File: config.mk
export PLATFORM = sky130hd
export DESIGN_NAME = cache_fill_arbiter
export DESIGN_NICKNAME = d
export VERILOG_FILES = /design/src/rtl/cache_arb_pkg.sv /design/src/rtl/fill_counter.sv /design/src/rtl/cache_fill_arbiter.sv
export SDC_FILE = /design/constraint.sdc
export NUM_CORES = 1
export LEC_CHECK = 0
export CAP_MARGIN = 20
export CORE_AREA = 2 2 71 73
export CTS_CLUSTER_SIZE = 20
export DETAILED_ROUTE_END_ITERATION = 12
export DIE_AREA = 0 0 73 75
export GPL_ROUTABILITY_DRIVEN = 0
export PLACE_DENSITY = 0.95
export SLEW_MARGIN = 15
export SYNTH_ARGS = -nofsm -noshare
export SYNTH_HDL_FRONTEND = slang
export SYNTH_SLANG_ARGS = --single-unit
File: constraint.sdc
create_clock -name clk -period 4.6 [get_ports clk]
set_input_delay 0.46 -clock clk [delete_from_list [all_inputs] [get_ports clk]]
set_output_delay 0.46 -clock clk [all_outputs]
set_load 0.05 [all_outputs]
File: src/rtl/cache_arb_pkg.sv
// Shared types and constants for the cache fill arbiter.
// Holds the FSM state and fill-owner enums plus the block geometry used by
// both the arbiter and its word counters.
package cache_arb_pkg;

  localparam int          BLK_WORDS = 8;             // 16-bit words per cache block
  localparam int          MEM_LAT   = 4;             // memory read latency in cycles
  localparam int          CNT_W     = $clog2(BLK_WORDS);
  localparam logic [15:0] BLK_MASK  = 16'hFFF0;      // clears the in-block byte offset

  typedef enum logic [1:0] {
    IDLE,
    ISSUE,
    DRAIN
  } state_e;

  typedef enum logic {
    OWN_I,
    OWN_D
  } owner_e;

endpackage

File: src/rtl/fill_counter.sv
// Block word counter used for both the issue side and the return side of a fill.
// Ports:
//   clk, rst_n  clock and asynchronous active-low reset
//   clr_i       synchronous clear (wins over enable)
//   en_i        increment; wraps naturally at 2**W
//   cnt_o       current count
//   tc_o        count is at its terminal (all-ones) value
module fill_counter
  import cache_arb_pkg::*;
#(
  parameter int W = CNT_W
) (
  input  logic         clk,
  input  logic         rst_n,
  input  logic         clr_i,
  input  logic         en_i,
  output logic [W-1:0] cnt_o,
  output logic         tc_o
);

  logic [W-1:0] cnt_q, cnt_d;

  // NOTE: next-state is assigned a default first so no path leaves it unassigned, which would infer a latch.
  always_comb begin
    cnt_d = cnt_q;
    if (clr_i) begin
      cnt_d = '0;
    end else if (en_i) begin
      cnt_d = cnt_q + 1'b1;
    end
  end

  // NOTE: state registers use non-blocking assignments so every flop samples pre-edge values.
  always_ff @(posedge clk or negedge rst_n) begin
    if (!rst_n) begin
      cnt_q <= '0;
    end else begin
      cnt_q <= cnt_d;
    end
  end

  assign cnt_o = cnt_q;
  assign tc_o  = &cnt_q;

endmodule

File: src/rtl/cache_fill_arbiter.sv
// Shares the single main-memory port between the I-cache and D-cache.
// A write-through store is forwarded in one IDLE cycle; a miss is turned into
// an 8-word block read whose returned words are streamed into the owning
// cache's data array, finishing with a one-cycle tag/valid write pulse.
// Ports:
//   i_miss_req/i_miss_addr   I-cache miss (level until i_fill_done)
//   d_miss_req/d_miss_addr   D-cache miss (level until d_fill_done)
//   d_wr_req/addr/data       write-through store (level until d_wr_ack)
//   mem_en/wr/addr/wdata     memory request port (one request per cycle)
//   mem_rdata/mem_rvalid     memory read return
//   fill_i_we/fill_d_we      data-array word write strobes, fill_word/fill_data
//   i_fill_done/d_fill_done  tag write pulse on the last returned word
//   d_wr_ack                 store accepted pulse
module cache_fill_arbiter
  import cache_arb_pkg::*;
(
  input  logic             clk,
  input  logic             rst_n,
  input  logic             i_miss_req,
  input  logic [15:0]      i_miss_addr,
  input  logic             d_miss_req,
  input  logic [15:0]      d_miss_addr,
  input  logic             d_wr_req,
  input  logic [15:0]      d_wr_addr,
  input  logic [15:0]      d_wr_data,
  output logic             mem_en,
  output logic             mem_wr,
  output logic [15:0]      mem_addr,
  output logic [15:0]      mem_wdata,
  input  logic [15:0]      mem_rdata,
  input  logic             mem_rvalid,
  output logic             fill_i_we,
  output logic             fill_d_we,
  output logic [CNT_W-1:0] fill_word,
  output logic [15:0]      fill_data,
  output logic             i_fill_done,
  output logic             d_fill_done,
  output logic             d_wr_ack
);

  state_e      state_q, state_d;
  owner_e      owner_q;
  logic [15:0] base_q;
  logic        i_starved_q;

  logic             grant, grant_i;
  logic             fill_we, last_ret;
  logic [CNT_W-1:0] issue_cnt, ret_cnt;
  logic             issue_tc, ret_tc;

  // D wins by default; I wins only when it has already been passed over once.
  assign grant_i  = i_miss_req && (!d_miss_req || i_starved_q);
  // A pending store takes the IDLE cycle, so the miss waits one cycle behind it.
  assign grant    = (state_q == IDLE) && !d_wr_req && (i_miss_req || d_miss_req);
  // Returns outside a fill (e.g. in flight across a reset) are dropped.
  assign fill_we  = (state_q != IDLE) && mem_rvalid;
  assign last_ret = fill_we && ret_tc;

  fill_counter #(.W(CNT_W)) u_issue_cnt (
    .clk   (clk),
    .rst_n (rst_n),
    .clr_i (grant),
    .en_i  (state_q == ISSUE),
    .cnt_o (issue_cnt),
    .tc_o  (issue_tc)
  );

  fill_counter #(.W(CNT_W)) u_ret_cnt (
    .clk   (clk),
    .rst_n (rst_n),
    .clr_i (grant),
    .en_i  (fill_we),
    .cnt_o (ret_cnt),
    .tc_o  (ret_tc)
  );

  always_ff @(posedge clk or negedge rst_n) begin
    if (!rst_n) begin
      state_q <= IDLE;
    end else begin
      state_q <= state_d;
    end
  end

  always_comb begin
    state_d = state_q;
    unique case (state_q)
      IDLE:    if (grant) state_d = ISSUE;
      ISSUE:   if (last_ret) state_d = IDLE;
               else if (issue_tc) state_d = DRAIN;
      DRAIN:   if (last_ret) state_d = IDLE;
      default: state_d = IDLE;
    endcase
  end

  // Owner, block base and the anti-starvation flag only change on a grant.
  always_ff @(posedge clk or negedge rst_n) begin
    if (!rst_n) begin
      owner_q     <= OWN_I;
      base_q      <= '0;
      i_starved_q <= 1'b0;
    end else if (grant) begin
      owner_q     <= grant_i ? OWN_I : OWN_D;
      base_q      <= (grant_i ? i_miss_addr : d_miss_addr) & BLK_MASK;
      i_starved_q <= grant_i ? 1'b0 : i_miss_req;
    end
  end

  always_comb begin
    mem_en      = 1'b0;
    mem_wr      = 1'b0;
    mem_addr    = '0;
    mem_wdata   = '0;
    d_wr_ack    = 1'b0;
    fill_i_we   = 1'b0;
    fill_d_we   = 1'b0;
    fill_word   = '0;
    fill_data   = '0;
    i_fill_done = 1'b0;
    d_fill_done = 1'b0;

    // The store path is combinational from the request, so it is held off
    // while reset is asserted to keep every output at 0.
    if (state_q == IDLE && d_wr_req && rst_n) begin
      mem_en    = 1'b1;
      mem_wr    = 1'b1;
      mem_addr  = d_wr_addr;
      mem_wdata = d_wr_data;
      d_wr_ack  = 1'b1;
    end

    if (state_q == ISSUE) begin
      mem_en   = 1'b1;
      mem_addr = base_q + {{(15 - CNT_W){1'b0}}, issue_cnt, 1'b0};
    end

    if (fill_we) begin
      fill_i_we   = (owner_q == OWN_I);
      fill_d_we   = (owner_q == OWN_D);
      fill_word   = ret_cnt;
      fill_data   = mem_rdata;
      i_fill_done = last_ret && (owner_q == OWN_I);
      d_fill_done = last_ret && (owner_q == OWN_D);
    end
  end

endmodule
==> run_1/final_congestion.png <==
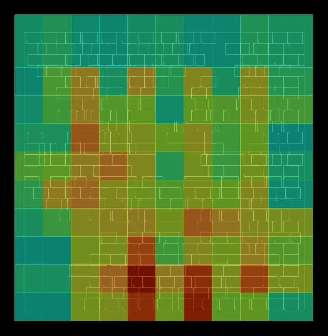
met2 track demand over resource: 0.308
most crowded layer after global routing: met2
routed len/inst: 14.8 um

==> run_1/port_nets.png <==
(4 px per um)
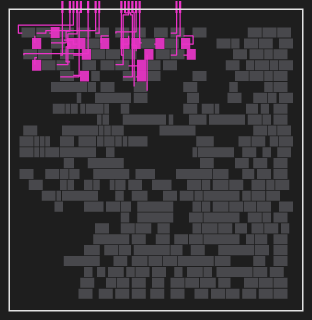
colour	port	direction	edge	end cells	wire
magenta	mem_rdata	input	north	16	295 um

==> run_1/pins.png <==
(4 px per um) Pins as bars across the die edge, other pins in grey.
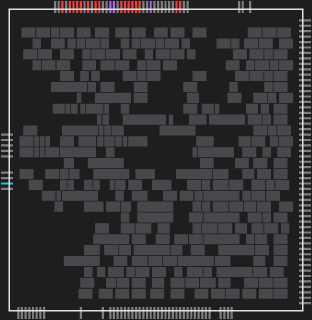
colour	port	pins	direction	edge
red	mem_rdata	16	input	north
purple	fill_word	3	output	north
cyan	i_miss_req	1	input	west
all pins by edge	53 east, 42 south, 40 north, 9 west

==> results_dict.tcl, run 1 <==
# metrics dict for downstream scripts
set metrics [dict create \
    comb_cell_power_mw 1.26 \
    synth-warning-count 0 \
    flop_area_um2 551 \
    flops_out_of_synthesis 22 \
    path_cells "clkdlybuf4s50_1 -> buf_4 -> nand2_1 -> nor3_2 -> buf_4 -> a22o_1 -> clkdlybuf4s50_1" \
    cp.depth 7 \
    timing.final.crit_period_ps 3270 \
    pin_slew_with_the_least_headroom_to_its_limit_ps 778 \
    fin_setup_tns_ps 0 \
    grt_setup_unrepaired "false" \
    core-area_mm2 0.00466 \
    final-comb-area_um2 841 \
    clkCellAreaFrac 0.0245 \
    hold_buffers 0 \
    worst_hold_path.num_cells 2 \
    taps 54 \
    vdd_drop_max_mv 0.304 \
    setup_ws_ps 1330 \
    top_cell "and2_1" \
    synth.lib_cells_used.distinct 27 \
    synth.cells.most_frequent "and2_1 (37), dfrtp_1 (22), a22o_1 (15)" \
    final_core_utilization 0.624 \
    timing.setup.critical_path_class "in2out" \
    report.final.setup_viol 0 \
    cts-buffers-inserted 3 \
    topCellsByArea "dfrtp_1 (38%), and2_1 (16%), o221a_2 (9.3%)" \
    flip_flop_and_latch_share_of_the_layout_cell_area 0.189 \
    drt_wl_total_um 4990 \
    pwr-share-comb 0.704 \
    antenna_found_initial 0 \
    floorplan.die.height_um 75 \
    cts_resized 0 \
    post_synth_inst_count 155 \
    sw_frac_of_total 0.496 \
    reg2reg_depth 3 \
    drt_iter0_markers 43 \
    detailedRoute.firstPassIterationCount 4 \
    fin_area_mm2 0.00291 \
    hold_path_end "u_ret_cnt.cnt_o[2]$_DFFE_PN0P_" \
    layout-area-overhead-vs-synth_pct 100 \
    largest_reg_by_ff_count "base_q" \
    worstPathArrival_ps 2810 \
    edf_count 0 \
    hold_path_start "u_ret_cnt.cnt_o[2]$_DFFE_PN0P_" \
    power.group.top "combinational logic" \
    status "completed" \
    timing.max_cap.violations 0 \
    power_clock_mw 0.178 \
    hold_ws_ps 552 \
    internal_power_consumption_mw 0.903 \
    layout.nets 374 \
    num_antenna_cells 0 \
    power.static_leakage_nw 1.17 \
    critical_path_fanout_max 35 \
    pre_cts_slack_ps 1290 \
    fp_util 0.311 \
    synthDominantAreaCellType "dfrtp_1" \
    num_vias 1649 \
    die_area_mm2 0.00548 \
    syn_area_mm2 0.00145 \
    global_route.overflow_total 0 \
    slowest_stage_cell_on_the_critical_path "clkdlybuf4s50_1" \
    dp.cells 333 \
    post-route-drc-count 0 \
    period_used_share 0.710 \
    clock_latency_ps 260 \
    grtUsageMet3 0.0321 \
    finalPower_mw 1.79 \
    seq_power_share 0.197 \
    crit_path_start_kind "primary input" \
    reg_to_reg_startpoint "state_q[1]$_DFFE_PN0P_" \
    synth_seq_share 0.379 \
    reg2reg_to "base_q[8]$_DFFE_PN0P_" \
    routed_antenna_nets 0 \
    tritoncts_clock_tree "yes" \
    area_post_placement_mm2 0.00284 \
    timing_max_transition_violations_final 0 \
    port_buffers 135 \
    clk_slew_on_worst_s_h_paths_ps 80 \
    mappedNetlistNets 245 \
    warning_count 34 \
    crit_required_ps 4140 \
    met1_usage 0.227 \
    track_usage 0.180 \
    htree_levels 1 \
    critPathMaxStageDelay_ps 810 \
    layoutNonFillerInstCount 337 \
    timing.fmax_ghz 0.306 \
    dominantRegCellSynth "dfrtp_1" \
    async_flop_share 1.00 \
    cts_setup_buffers 0 \
    worst_hold_class "reg2reg" \
    clockBufferCount 3 \
    grt_start_max_net_pins 36 \
    floorplan.die.width_um 73 \
    timing.critical_path.to "mem_addr[4]" \
    num-multi-input-gates 117 \
    cellPowerDensity_mw_per_mm2 616 \
    critPathLaunch "rst_n" \
    fillers 401 \
    timing.critical_path.to_type "output port" \
    clock_sink_count 22 \
    share_clk_of_total_power 0.099 \
    buffering_overhead 0.470 \
    clock-skew-final_ps 3.52 \
    seq_power_mw 0.352 \
    crit_family "buffers and inverters" \
    pin_count 144 \
    cts_max_path_buffers 2 \
    row_count 25 \
    register_to_register_setup_slack_ps 2770 \
    ctsRootBufferMaster "clkbuf_8" \
    drive_above_1_share 0.0777 \
    largest_register_ff_count 12 \
    critical_path_buf_inv_count 4 \
    synth.top_cell.area_share 0.379 \
    switching_power_mw 0.889 \
    grt_pass1_wl_um 7660 \
    routed_via_density 4.89 \
    comb_share 0.289 \
    grt_pass1_vias 1558 \
    place_hpwl_um 3970 \
    flops 22 \
    dominant_cells "buffers" \
    timing.slew.headroom 0.481 \
    avgSynthCellArea_um2 9.36 \
]
==> run 1: routing by layer <==
metal,part of all wire,up-vias
met3,0.082,10
met2,0.49,81
li1,-,811
met5,0,-
met4,0.023,0
met1,0.40,747
==> run 1: cell families after synthesis <==
group | Yosys count | share of synthesized area
xor gates and xnor gates | 2 | 0.0121
AOI/OAI and AO/OA | 37 | 0.226
buffers and inverters | 16 | 0.0448
adders and majority gates | 4 | 0.0345
muxes | 2 | 0.0138
DFF | 22 | 0.379
and+or+nand+nor | 72 | 0.290
==> run 1: layout by cell type, fill, tap and decap left out, types with 3 or more instances in the layout <==
cell type and instances:
inv_1 3, and2_1 37, ha_1 4, dfrtp_1 22, a21oi_1 4, nand2_1 6
or3_1 12, o221a_2 12, nor2_1 8, clkbuf_8 3, a22o_1 15, clkdlybuf4s50_1 135
## Run 2: what changed since run 1
--- a/config.mk
+++ b/config.mk
@@ -6,12 +6,12 @@
 export NUM_CORES = 1
 export LEC_CHECK = 0
 export CAP_MARGIN = 20
-export CORE_AREA = 2 2 71 73
+export CORE_AREA = 2 2 77 79
 export CTS_CLUSTER_SIZE = 20
 export DETAILED_ROUTE_END_ITERATION = 12
-export DIE_AREA = 0 0 73 75
+export DIE_AREA = 0 0 79 81
 export GPL_ROUTABILITY_DRIVEN = 0
-export PLACE_DENSITY = 0.95
+export PLACE_DENSITY = 0.87
 export SLEW_MARGIN = 15
 export SYNTH_ARGS = -nofsm -noshare
 export SYNTH_HDL_FRONTEND = slang
==> constraint.sdc (replaced) <==
create_clock -name clk -period 2.66 [get_ports clk]
set_input_delay 0.266 -clock clk [delete_from_list [all_inputs] [get_ports clk]]
set_output_delay 0.266 -clock clk [all_outputs]
set_load 0.05 [all_outputs]
==> run_2/final_congestion.png <==
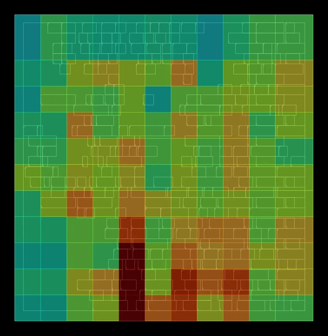
fin util: 0.578
met2 track demand over resource: 0.308
routed len/inst: 15.4 um

==> results_dict.tcl, run 2 <==
# metrics dict for downstream scripts
set metrics [dict create \
    status "completed" \
    synthDominantAreaCellType "dfrtp_1" \
    period_used_share 0.847 \
    cp.depth 3 \
    routed_antenna_nets 0 \
    grt_setup_unrepaired "false" \
    timing_max_transition_violations_final 0 \
    synth-warning-count 0 \
    critical_path_buf_inv_count 1 \
    path_cells "o21ai_0 -> nor2_1 -> clkdlybuf4s50_1" \
    timing.critical_path.to "fill_d_we" \
    synth.top_cell.area_share 0.379 \
    synth-adder-area-share 0.0345 \
    pre_cts_slack_ps 470 \
    avgSynthCellArea_um2 9.36 \
    layoutNonFillerInstCount 361 \
    fin_area_mm2 0.00328 \
    reg2reg_depth 3 \
    internal_power_consumption_mw 1.96 \
    topCellsByArea "dfrtp_1 (38%), and2_1 (16%), o221a_2 (9.3%)" \
    dominantRegCellSynth "dfrtp_1" \
    crit_family "buffers and inverters" \
    post_synth_inst_count 155 \
    antenna_found_initial 0 \
    pin_count 144 \
    drive_above_1_share 0.283 \
    clk_slew_on_worst_s_h_paths_ps 90 \
    port_buffers 135 \
    largest_reg_by_ff_count "base_q" \
    timing.setup.critical_path_class "reg2out" \
    place_hpwl_um 4530 \
    timing.critical_path.to_type "output port" \
    flops_out_of_synthesis 22 \
    yosys.area_share.simple 0.290 \
    floorplan.die.width_um 79 \
    sw_frac_of_total 0.461 \
    timing.max_cap.violations 0 \
    vdd_drop_max_mv 0.575 \
    ctsRootBufferMaster "clkbuf_8" \
    fin_setup_tns_ps 0 \
    grt_pass1_vias 1716 \
    grt_pass1_wl_um 8720 \
    slowest_stage_cell_on_the_critical_path "clkdlybuf4s50_1" \
    route.layer.met1.wl_um 2210 \
    layout.nets 377 \
    timing.final.crit_period_ps 2250 \
    synth.cells.most_frequent "and2_1 (37), dfrtp_1 (22), a22o_1 (15)" \
    mappedNetlistNets 245 \
    hold_buffers 0 \
    num_vias 1693 \
    edf_count 0 \
    synth.logic.top_family "simple AND/OR/NAND/NOR gates" \
    timing.fmax_ghz 0.444 \
    reg2reg_to "base_q[10]$_DFFE_PN0P_" \
    most_numerous_logic_cell_after_layout "clkdlybuf4s50_1" \
    drt_wl_total_um 5560 \
    crit_path_start_kind "flop" \
    finalPower_mw 3.63 \
    die_area_mm2 0.00640 \
    cts-buffers-inserted 3 \
    detailedRoute.firstPassIterationCount 3 \
    grt_start_max_net_pins 36 \
    critPathLaunch "state_q[1]$_DFFE_PN0P_" \
    row_count 28 \
    grtUsageMet3 0.0522 \
    warning_count 34 \
    final_layout_top_logic_cells "clkdlybuf4s50_1 (79), and2_1 (37), buf_12 (37)" \
    area_post_placement_mm2 0.00321 \
    fp_util 0.256 \
    pwr-share-comb 0.743 \
    global_route.overflow_total 0 \
    timing.slew.headroom 0.603 \
    setup_ws_ps 408 \
    floorplan.die.height_um 81 \
    dp.cells 357 \
    worst_hold_class "in2async" \
    largest_register_ff_count 12 \
    core-area_mm2 0.00568 \
    crit_required_ps 2390 \
]
run 2: power groups by stage:
| stage | combinational [mW] | clock [mW] | sequential, mW |
|---|---|---|---|
| 6_report | 2.69 | 0.321 | 0.613 |
| 5_1_grt | 2.83 | 0.336 | 0.634 |
| 4_1_cts | 2.72 | 0.323 | 0.617 |
| 3_5_place_dp | 2.71 | 0 | 0.624 |
| 3_3_place_gp | 2.67 | 0 | 0.611 |
| 2_1_floorplan | 1.54 | 0 | 0.582 |
run 2: final cells by class:
cell class / instances / area [um^2] / area share
tap: 75 / 93.8 / 0.0286
multi-input combinational: 117 / 841 / 0.256
clock buffer: 3 / 41.3 / 0.0126
clock inverter: 1 / 30.0 / 0.00916
timing repair buffer: 140 / 1710 / 0.522
inverter: 3 / 11.3 / 0.00343
sequential: 22 / 551 / 0.168
## Run 3: what changed since run 2
==> constraint.sdc (replaced) <==
create_clock -name clk -period 1.8 [get_ports clk]
set_input_delay 0.18 -clock clk [delete_from_list [all_inputs] [get_ports clk]]
set_output_delay 0.18 -clock clk [all_outputs]
set_load 0.05 [all_outputs]
==> run_3/pins.png <==
(3 px per um) Pins as bars across the die edge, other pins in grey.
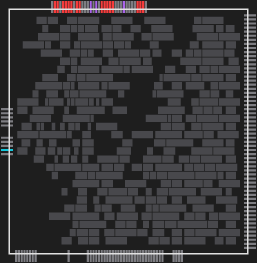
colour	port	pins	direction	edge
purple	fill_word	3	output	north
cyan	i_miss_req	1	input	west
red	mem_rdata	16	input	north

==> results_dict.tcl, run 3 <==
# metrics dict for downstream scripts
set metrics [dict create \
    status "completed" \
    timing.slew.headroom 0.750 \
    timing.max_cap.violations 0 \
    internal_power_consumption_mw 3.33 \
    grtUsageMet3 0.0489 \
    cts-buffers-inserted 3 \
    largest_reg_by_ff_count "base_q" \
    mappedNetlistNets 245 \
    final_layout_top_logic_cells "clkdlybuf4s50_1 (75), buf_12 (62), dfrtp_1 (21)" \
    floorplan.die.width_um 79 \
    crit_required_ps 1620 \
    routed_antenna_nets 0 \
    setup_ws_ps 27.0 \
    row_count 28 \
    comb_share 0.256 \
    drt_wl_total_um 6740 \
    synth-warning-count 0 \
    flops_out_of_synthesis 22 \
    pre_cts_slack_ps -108 \
    flip_flop_and_latch_share_of_the_layout_cell_area 0.144 \
    place_hpwl_um 4970 \
    clkCellAreaFrac 0.0108 \
    fin_area_mm2 0.00382 \
    edf_count 0 \
    timing.final.crit_period_ps 1770 \
    warning_count 36 \
    synth-adder-area-share 0.0345 \
    global_route.overflow_total 0 \
    clk_slew_on_worst_s_h_paths_ps 80 \
    timing.fmax_ghz 0.564 \
    fp_util 0.256 \
    period_used_share 0.985 \
    flops 22 \
    topCellsByArea "dfrtp_1 (38%), and2_1 (16%), o221a_2 (9.3%)" \
    crit_path_start_kind "flop" \
    pin_count 144 \
    grt_pass1_wl_um 9780 \
    ctsRootBufferMaster "clkbuf_8" \
    clockBufferCount 3 \
    avgSynthCellArea_um2 9.36 \
    gr-usage-met2 0.382 \
    num-multi-input-gates 117 \
    dominantRegCellSynth "dfrtp_1" \
    flop_area_um2 552 \
    port_buffers 135 \
    grt_start_max_net_pins 23 \
    final-comb-area_um2 980 \
    dominant_cells "buffers" \
    seq_power_mw 0.943 \
    worst_hold_class "in2async" \
    timing.setup.critical_path_class "reg2out" \
    hold_buffers 0 \
    buffers_excl_clock 152 \
    most_numerous_logic_cell_after_layout "clkdlybuf4s50_1" \
    buffering_overhead 0.561 \
    taps 75 \
    core-area_mm2 0.00568 \
    synth.cells.most_frequent "and2_1 (37), dfrtp_1 (22), a22o_1 (15)" \
    detailedRoute.firstPassIterationCount 4 \
    power_clock_mw 0.306 \
    timing.critical_path.to "mem_addr[15]" \
    largest_register_ff_count 12 \
]
## run 3: cell count changes in the layout (fill, tap and decap cells not counted), sizes merged
cell	change
bufinv	-1
clkdlybuf4s50	-4
buf	+14
dlygate4sd2	+2
## run 3: through the flow
stage | utilization | cells | TNS (ps) | hold WS, ps
floorplan | - | 155 | 0 | -116
global placement | 0.628 | 362 | -483 | 531
detailed placement | 0.628 | 362 | -1290 | 546
CTS | 0.667 | 372 | -14.2 | 68.4
global route | 0.674 | 372 | -63.2 | 89.7
finish | 0.674 | 372 | 0 | 66.9
## run 3: critical path, cell delays in order (launching register included)
cell and delay [ps]:
dfrtp_1 410, buf_6 140, and2b_2 250, buf_12 170, a22o_1 210, buf_12 150
Power figures rest on the tool's default switching activity, not on a simulated workload.
